`src/rtl/vpi_param_pkg.sv`:
```
// Shared types and constants for the VPI parameter responder.
package vpi_param_pkg;

  localparam int DESC_VALUE_W = 32;

  localparam logic [7:0] VPI_PARAMETER = 8'd41;
  localparam logic [7:0] VPI_MODULE    = 8'd32;

  typedef enum logic [1:0] {
    OP_ITERATE = 2'd0,
    OP_SCAN    = 2'd1,
    OP_GET     = 2'd2
  } op_e;

  typedef enum logic [1:0] {
    PROP_TYPE  = 2'd0,
    PROP_NAME  = 2'd1,
    PROP_VALUE = 2'd2
  } prop_e;

  typedef enum logic [1:0] {
    ST_IDLE   = 2'd0,
    ST_SEARCH = 2'd1,
    ST_RESP   = 2'd2
  } state_e;

  typedef struct packed {
    logic                    valid;
    logic [7:0]              type_code;
    logic [15:0]             name_id;
    logic [DESC_VALUE_W-1:0] value;
  } param_desc_t;

endpackage

```
`src/rtl/param_desc_table.sv`:
```
// Parameter descriptor storage: registered cfg write port, asynchronous read port.
module param_desc_table
  import vpi_param_pkg::*;
#(
  parameter int NUM_PARAMS = 4,
  parameter int VALUE_W    = 32,
  localparam int IDX_W     = $clog2(NUM_PARAMS)
) (
  input  logic               clk,
  input  logic               rst,
  input  logic               cfg_we,
  input  logic [IDX_W-1:0]   cfg_idx,
  input  logic               cfg_valid,
  input  logic [7:0]         cfg_type,
  input  logic [15:0]        cfg_name_id,
  input  logic [VALUE_W-1:0] cfg_value,
  input  logic [IDX_W-1:0]   rd_idx,
  output param_desc_t        rd_desc,
  output logic               any_valid
);

  param_desc_t table_r [NUM_PARAMS];

  // Descriptor storage; writes become visible to readers on the following cycle.
  always_ff @(posedge clk) begin
    if (rst) begin
      for (int i = 0; i < NUM_PARAMS; i++) begin
        table_r[i] <= '0;
      end
    end else if (cfg_we) begin
      table_r[cfg_idx] <= '{valid:     cfg_valid,
                            type_code: cfg_type,
                            name_id:   cfg_name_id,
                            value:     DESC_VALUE_W'(cfg_value)};
    end
  end

  assign rd_desc = table_r[rd_idx];

  // Reduction of valid bits, used to answer ITERATE on an empty table.
  always_comb begin
    any_valid = 1'b0;
    for (int i = 0; i < NUM_PARAMS; i++) begin
      any_valid = any_valid | table_r[i].valid;
    end
  end

endmodule

```
`src/rtl/vpi_param_responder.sv`:
```
// VPI-style parameter enumeration responder: iterator slots, request FSM and response registers.
module vpi_param_responder
  import vpi_param_pkg::*;
#(
  parameter int NUM_PARAMS = 4,
  parameter int NUM_ITERS  = 2,
  parameter int VALUE_W    = 32,
  localparam int IDX_W     = $clog2(NUM_PARAMS)
) (
  input  logic               clk,
  input  logic               rst,
  input  logic               cfg_we,
  input  logic [IDX_W-1:0]   cfg_idx,
  input  logic               cfg_valid,
  input  logic [7:0]         cfg_type,
  input  logic [15:0]        cfg_name_id,
  input  logic [VALUE_W-1:0] cfg_value,
  input  logic               req_valid,
  output logic               req_ready,
  input  logic [1:0]         req_op,
  input  logic [7:0]         req_handle,
  input  logic [1:0]         req_prop,
  output logic               rsp_valid,
  input  logic               rsp_ready,
  output logic [VALUE_W-1:0] rsp_data,
  output logic               rsp_err
);

  localparam int CUR_W  = $clog2(NUM_PARAMS + 1);
  localparam int SLOT_W = (NUM_ITERS > 1) ? $clog2(NUM_ITERS) : 1;
  localparam logic [CUR_W-1:0]   CUR_MAX   = CUR_W'(NUM_PARAMS);
  localparam logic [7:0]         NP_H      = 8'(NUM_PARAMS);
  localparam logic [7:0]         NI_H      = 8'(NUM_ITERS);
  localparam logic [VALUE_W-1:0] ZERO_DATA = {VALUE_W{1'b0}};

  state_e               state_r, state_s;
  logic [NUM_ITERS-1:0] busy_r, busy_s;
  logic [CUR_W-1:0]     cursor_r [NUM_ITERS];
  logic [CUR_W-1:0]     cursor_s [NUM_ITERS];
  logic [SLOT_W-1:0]    cur_slot_r, cur_slot_s;
  logic                 rsp_valid_r, rsp_valid_s;
  logic [VALUE_W-1:0]   rsp_data_r, rsp_data_s;
  logic                 rsp_err_r, rsp_err_s;

  logic [IDX_W-1:0]  rd_idx_s;
  param_desc_t       rd_desc_s;
  logic              any_valid_s;
  logic [CUR_W-1:0]  srch_cursor_s, next_cursor_s;
  logic [SLOT_W-1:0] scan_slot_s, free_idx_s;
  logic              free_found_s, scan_ok_s, get_ok_s;
  logic [7:0]        free_handle_s;

  param_desc_table #(
    .NUM_PARAMS (NUM_PARAMS),
    .VALUE_W    (VALUE_W)
  ) u_table (
    .clk         (clk),
    .rst         (rst),
    .cfg_we      (cfg_we),
    .cfg_idx     (cfg_idx),
    .cfg_valid   (cfg_valid),
    .cfg_type    (cfg_type),
    .cfg_name_id (cfg_name_id),
    .cfg_value   (cfg_value),
    .rd_idx      (rd_idx_s),
    .rd_desc     (rd_desc_s),
    .any_valid   (any_valid_s)
  );

  assign srch_cursor_s = cursor_r[cur_slot_r];
  assign next_cursor_s = srch_cursor_s + CUR_W'(1);
  // The single read port follows the cursor while searching and the request handle otherwise.
  assign rd_idx_s      = (state_r == ST_SEARCH) ? IDX_W'(srch_cursor_s) : IDX_W'(req_handle - 8'd1);
  assign scan_slot_s   = SLOT_W'(req_handle - 8'd1);
  assign scan_ok_s     = (req_handle != 8'd0) && (req_handle <= NI_H) && busy_r[scan_slot_s];
  assign get_ok_s      = (req_handle != 8'd0) && (req_handle <= NP_H) && rd_desc_s.valid;
  assign free_handle_s = 8'(free_idx_s) + 8'd1;

  // Lowest-numbered free iterator slot (descending scan so the lowest index wins).
  always_comb begin
    free_found_s = 1'b0;
    free_idx_s   = {SLOT_W{1'b0}};
    for (int i = NUM_ITERS - 1; i >= 0; i--) begin
      free_idx_s   = busy_r[i] ? free_idx_s : SLOT_W'(i);
      free_found_s = free_found_s | ~busy_r[i];
    end
  end

  // Next-state and next-register logic for the request FSM.
  always_comb begin
    state_s     = state_r;
    busy_s      = busy_r;
    cursor_s    = cursor_r;
    cur_slot_s  = cur_slot_r;
    rsp_valid_s = rsp_valid_r;
    rsp_data_s  = rsp_data_r;
    rsp_err_s   = rsp_err_r;
    case (state_r)
      ST_IDLE: begin
        if (req_valid) begin
          state_s     = ST_RESP;
          rsp_valid_s = 1'b1;
          rsp_data_s  = ZERO_DATA;
          rsp_err_s   = 1'b0;
          case (op_e'(req_op))
            OP_ITERATE: begin
              if (!any_valid_s) begin
                rsp_data_s = ZERO_DATA;
              end else if (free_found_s) begin
                busy_s[free_idx_s]   = 1'b1;
                cursor_s[free_idx_s] = {CUR_W{1'b0}};
                rsp_data_s           = VALUE_W'(free_handle_s);
              end else begin
                rsp_err_s = 1'b1;
              end
            end
            OP_SCAN: begin
              if (scan_ok_s) begin
                state_s     = ST_SEARCH;
                rsp_valid_s = 1'b0;
                cur_slot_s  = scan_slot_s;
              end else begin
                rsp_err_s = 1'b1;
              end
            end
            OP_GET: begin
              if (get_ok_s) begin
                case (prop_e'(req_prop))
                  PROP_TYPE:  rsp_data_s = VALUE_W'(rd_desc_s.type_code);
                  PROP_NAME:  rsp_data_s = VALUE_W'(rd_desc_s.name_id);
                  PROP_VALUE: rsp_data_s = VALUE_W'(rd_desc_s.value);
                  default:    rsp_err_s  = 1'b1;
                endcase
              end else begin
                rsp_err_s = 1'b1;
              end
            end
            default: rsp_err_s = 1'b1;
          endcase
        end else begin
          state_s = ST_IDLE;
        end
      end
      ST_SEARCH: begin
        if (srch_cursor_s == CUR_MAX) begin
          busy_s[cur_slot_r] = 1'b0;
          state_s            = ST_RESP;
          rsp_valid_s        = 1'b1;
          rsp_data_s         = ZERO_DATA;
          rsp_err_s          = 1'b0;
        end else if (rd_desc_s.valid) begin
          cursor_s[cur_slot_r] = next_cursor_s;
          state_s              = ST_RESP;
          rsp_valid_s          = 1'b1;
          rsp_data_s           = VALUE_W'(next_cursor_s);
          rsp_err_s            = 1'b0;
        end else begin
          cursor_s[cur_slot_r] = next_cursor_s;
        end
      end
      ST_RESP: begin
        if (rsp_ready) begin
          rsp_valid_s = 1'b0;
          state_s     = ST_IDLE;
        end else begin
          rsp_valid_s = 1'b1;
        end
      end
      default: begin
        state_s     = ST_IDLE;
        rsp_valid_s = 1'b0;
      end
    endcase
  end

  // State, iterator slots and response registers.
  always_ff @(posedge clk) begin
    if (rst) begin
      state_r     <= ST_IDLE;
      busy_r      <= {NUM_ITERS{1'b0}};
      cur_slot_r  <= {SLOT_W{1'b0}};
      rsp_valid_r <= 1'b0;
      rsp_data_r  <= ZERO_DATA;
      rsp_err_r   <= 1'b0;
      for (int i = 0; i < NUM_ITERS; i++) begin
        cursor_r[i] <= {CUR_W{1'b0}};
      end
    end else begin
      state_r     <= state_s;
      busy_r      <= busy_s;
      cur_slot_r  <= cur_slot_s;
      rsp_valid_r <= rsp_valid_s;
      rsp_data_r  <= rsp_data_s;
      rsp_err_r   <= rsp_err_s;
      for (int i = 0; i < NUM_ITERS; i++) begin
        cursor_r[i] <= cursor_s[i];
      end
    end
  end

  assign req_ready = (state_r == ST_IDLE);
  assign rsp_valid = rsp_valid_r;
  assign rsp_data  = rsp_data_r;
  assign rsp_err   = rsp_err_r;

endmodule

```
`config.mk`:
```
export PLATFORM = sky130hd
export DESIGN_NAME = vpi_param_responder
export DESIGN_NICKNAME = d
export VERILOG_FILES = /design/src/rtl/vpi_param_pkg.sv /design/src/rtl/param_desc_table.sv /design/src/rtl/vpi_param_responder.sv
export SDC_FILE = /design/constraint.sdc
export NUM_CORES = 1
export LEC_CHECK = 0
export CAP_MARGIN = 20
export CORE_ASPECT_RATIO = 1.1
export CORE_MARGIN = 5
export CORE_UTILIZATION = 50
export CTS_CLUSTER_DIAMETER = 200
export DETAILED_ROUTE_END_ITERATION = 8
export PLACE_DENSITY = 0.69
export REMOVE_ABC_BUFFERS = 1
export SETUP_SLACK_MARGIN = 0.1
export SLEW_MARGIN = 0
export SYNTH_ARGS = -nofsm -noshare
export SYNTH_HDL_FRONTEND = slang
export SYNTH_SLANG_ARGS = --single-unit
```
`constraint.sdc`:
```
create_clock -name clk -period 6 [get_ports clk]
set_input_delay 0.9 -clock clk [delete_from_list [all_inputs] [get_ports clk]]
set_output_delay 0.9 -clock clk [all_outputs]
set_load 0.005 [all_outputs]
```
**The metal 1 layer**

The bar under the picture is 50 microns long. Supply wires on this layer in grey.
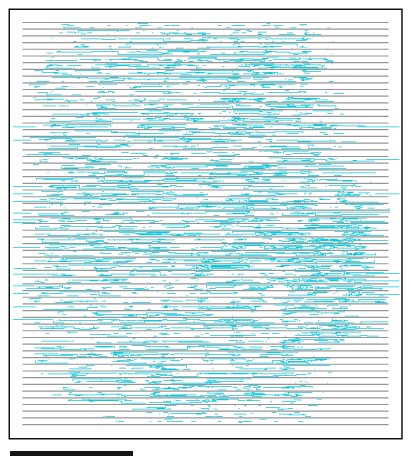
- share of all routed wire: 42%
- nets with wire on the layer: 998
- longest straight run: 30.8 microns
Via Count: 7265
met1 track utilization from global routing: 25.62%
routed wire length: 27.55 mm

**The metal 2 layer**

Cells faint in the background.
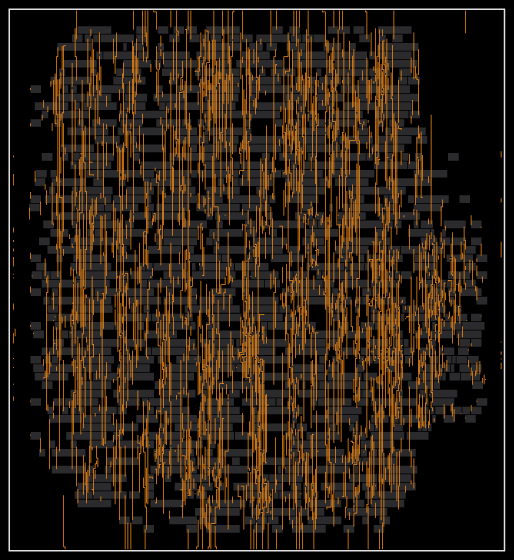
- share of all routed wire: 51%
- wire length on this layer: 14000 microns
met2 Resource Use GR: 33.30%

**The metal 3 layer**

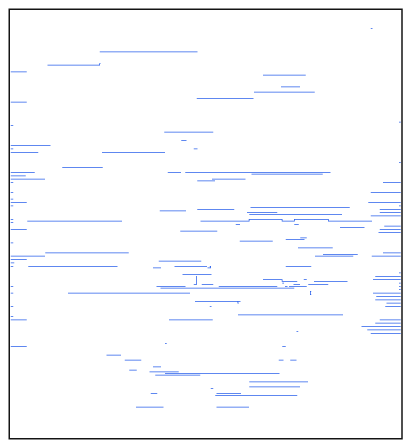
- share of all routed wire: 5.8%
- longest straight run: 58.7 microns
- wire length on this layer: 1590 microns
- main direction: horizontal
met3 track demand over resource: 3.496%

**Signal wires on met4**

Supply wires on this layer in grey.
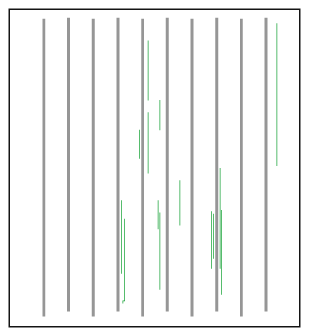
- nets with wire on the layer: 11
- wire length on this layer: 503 microns

**Routing congestion**

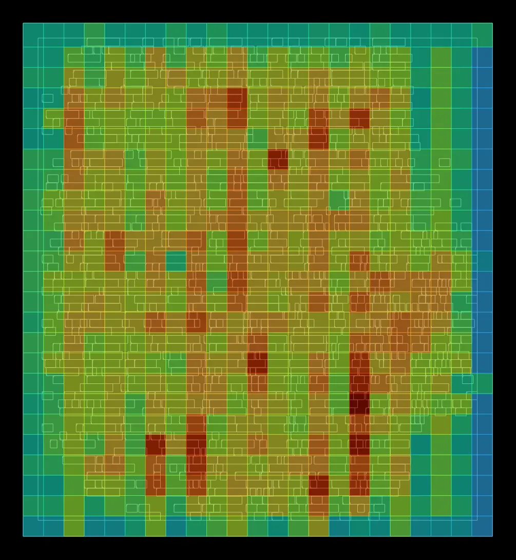
end-of-flow core utilization: 59.96%
total routing resource utilization after global routing: 19.38%
routed wirelength normalized by instance count: 21.06 microns
busiest grt layer: met2

==> summary.txt <==
Implementation status.

- The flow ran to the end, and the final reports show no timing, DRC or antenna violations.
- The most instantiated flip-flop cell in the synthesis netlist is edfxtp_1.
- The sequential share of power is 51.7%.
- The aggregate global routing overflow is 0.
- Per the Yosys statistics, synthesis produced 872 cells.
- The number of global-route vias before repair is 7484.
- The remaining design rule violation count is 0.
- The worst reg2reg path endpoint is rsp_data[7]$_SDFFE_PP0P_.
- The clock share of power is 39.3%.
- The flow reported a cell area power density of 294.4 nW/um^2.
- The Yosys warning count is 0.
- The dominant delay contributor by cell family on the critical path is AND-OR/OR-AND gates.
- The net switching power in the latest report is 0.0009294 W.
- The endpoint with the worst hold slack is rsp_data[13]$_SDFFE_PP0P_.
- The internal power is 0.003351 W.
- The fraction of layout cells with a size suffix above 1 is 12.12%.
- Of the total power, the share spent switching nets is 21.71%.
- Once detail routing completed, the nets flagged for antenna violations numbered 0.
- Per the post-synthesis report, the number of cells in the design is 872.
- Setup repair after global routing left no endpoint under its margin.
- The HPWL after detailed placement is 15.97 mm.
- TritonCTS reports the number of clock sinks as 273.
- Buffers added to address setup during post-CTS repair amount to 0.
- The first global-routing pass estimated 42.45 mm of wire.
- The number of antenna violations at the first check in global routing is 1.
- The final count of pins violating max slew is 0.
- The library cells used most frequently in the layout, excluding fill and tap cells, are and2_1 (229), edfxtp_1 (228), clkdlybuf4s50_1 (110).
- The total cell area reported by yosys after synthesis is 12180 sq um.
- In this run the critical path is formed by clkdlybuf4s50_1 > inv_1 > ha_1 > mux2i_4 > mux2i_1 > a22oi_2 > a21oi_4 > o2bb2ai_1 > a21o_1.
- The top cell type in the final layout, fill and taps aside, is and2_1.
- The source of the worst register-to-register timing path is state_r[0]$_SDFFE_PP0P_.
- Across the routed clock network, the largest skew measured is 10.13 ps.
- The number of synthesized flops with an enable pin is 228.
- Counting both buffers and inverters, the worst setup path holds a total of 2.
- The final layout contains 1057 nets.
- In this run the worst hold path is classified as flop to flop.
- The final critical path takes up 62.00% of the cycle.
- 0 antenna diodes ended up in the layout.
- The clock latency of the later-clocked register in the worst-skew pair is 530 ps.
- The clock slew seen by the registers of the worst setup and hold paths is 60 ps.
- The first detailed-routing pass took 5 iterations.
- Max fanout on the critical path was recorded as 28.
- The area overhead of the layout relative to synthesis is 19.37%.
- The worst hold margin is 454.6 ps.
- The number of buffers created by CTS is 28.
- Per the CTS log, the maximum H-tree level is 1.
- The data arrival time of the worst path is 4200 ps.
- At the worst endpoint, the required time is 6480 ps.
- The post-cts hold buffer count is 0.
- The setup slack on the worst flop-to-flop path is 2630 ps.
- The leakage power summed over all cells is 5.216 nW.
- The number of unique standard cell types used by synthesis is 58.
- Headroom to the max-slew limit came out at 25.59%.
- Based on the critical path, the design can be clocked at up to 0.2688 GHz.
- Looking at the setup timing report, the critical path kind is primary input to flop.
- TritonCTS built the clock tree.
- 111 I/O pins were placed.
- The number of filler instances in the final layout is 1898.
- The mapped netlist covers 12180 sq um.
- Averaged over all synthesized cells, the footprint is 13.97 sq um.
- The final hold violation count is 0.
- The count of buffers added on input and output ports is 110.
- The timing report shows that the slowest cell on the worst path is a21oi_4.
- The library cell used as clock root buffer is clkbuf_16.
- Once the floorplan was initialized, standard cells occupied 50.23% of the core.
- The number of cell instances on the worst register-to-register path is 7.
- The cell depth of the worst min-delay path is 2.
- The total power is 0.004281 W.
- The pin count of the biggest net entering global routing is 71.
- From bottom edge to top edge, the die measures 173.7 microns.
- IR analysis of the VDD net gives a maximum drop of 0.0002146 V.
- The number of DRC markers after the initial detailed-route iteration is 610.
- The total die area is 27590 sq um.
- RePlAce ended its routability-driven mode at a weighted congestion of 0.7872.
==> worst min-delay path: stages (launching register included) <==
cell and delay (ps):
dfxtp_1 310, nand2_1 50, o21ai_1 50
==> cell type report <==
| type | count | area, sq um | share of cell area [%] |
|---|---|---|---|
| multi-input combinational | 539 | 4208 | 28.94 |
| inverter | 8 | 30.03 | 0.2065 |
| sequential | 273 | 7747 | 53.28 |
| clock inverter | 7 | 88.84 | 0.6110 |
| timing repair buffer | 127 | 1286 | 8.846 |
| tap | 310 | 387.9 | 2.668 |
| clock buffer | 44 | 792.0 | 5.447 |
==> stage by stage <==
step	worst slack (ps)	TNS [ps]	std cells	instance area (sq um)
6_report	2280	0	1308	14540
5_1_grt	2083	0	1308	14540
4_1_cts	2273	0	1307	14510
3_5_place_dp	1692	0	1256	13630
3_3_place_gp	1711	0	1256	13630
2_1_floorplan	-2138	-67200	820	11930
==> worst max path at each step <==
stage             startpoint                        end  slack, ps  depth (start not counted)
2_1_floorplan  req_handle[0]  rsp_data[16]$_SDFFE_PP0P_      -2140                          8
3_3_place_gp   req_handle[0]   rsp_data[1]$_SDFFE_PP0P_       1710                          9
3_5_place_dp   req_handle[0]   rsp_data[1]$_SDFFE_PP0P_       1690                          9
4_1_cts        req_handle[0]   rsp_data[1]$_SDFFE_PP0P_       2270                          9
5_1_grt        req_handle[0]   rsp_data[1]$_SDFFE_PP0P_       2080                          9
6_report       req_handle[0]   rsp_data[7]$_SDFFE_PP0P_       2280                          9
==> flip-flops by register name, indices dropped and copies added (netlist names) <==
signal and flops:
busy_r 2, cur_slot_r 1, cursor_r 6, rsp_data 32
rsp_err 1, rsp_valid 1, state_r 2, u_table.table_r 228
==> synth_stat cells (16+ instances only) <==
library cell  number  area share, %
and2_1           229             12
edfxtp_1         228             56
dfxtp_1           45            7.4
mux2i_1           40            3.3
nor2_1            36            1.1
mux4_2            34            6.3
nand2_1           30           0.92
clkbuf_1          29           0.89
a22o_1            16            1.2
a22oi_1           16           0.99
==> cell families (layout without fill, tap and decap cells) <==
group / Yosys count / after routing / share of synthesized area, %
mux: 90 / 90 / 11.19
buf+inv: 60 / 186 / 2.311
xor+xnor: 1 / 1 / 0.07192
simple gates: 344 / 344 / 16.33
flops: 273 / 273 / 63.61
compound gates: 100 / 100 / 6.081
fa+ha+maj: 4 / 4 / 0.4109
==> power groups by stage <==
stage          Sequential (W)  Clock, W  Combinational (W)
2_1_floorplan         0.00225         0           0.000243
3_3_place_gp          0.00225         0           0.000382
3_5_place_dp          0.00226         0           0.000386
4_1_cts               0.00222   0.00170           0.000388
5_1_grt               0.00222   0.00179           0.000416
6_report              0.00221   0.00168           0.000385
==> layer usage <==
metal / up-vias / global-route usage, % / part of all wire, %
met5: - / 0 / 0
met2: 209 / 33.30 / 51
met1: 3611 / 25.62 / 42
met4: 0 / 4.912 / 1.8
met3: 33 / 3.496 / 5.8
li1: 3412 / - / -
Power and IR drop assume default switching activity.
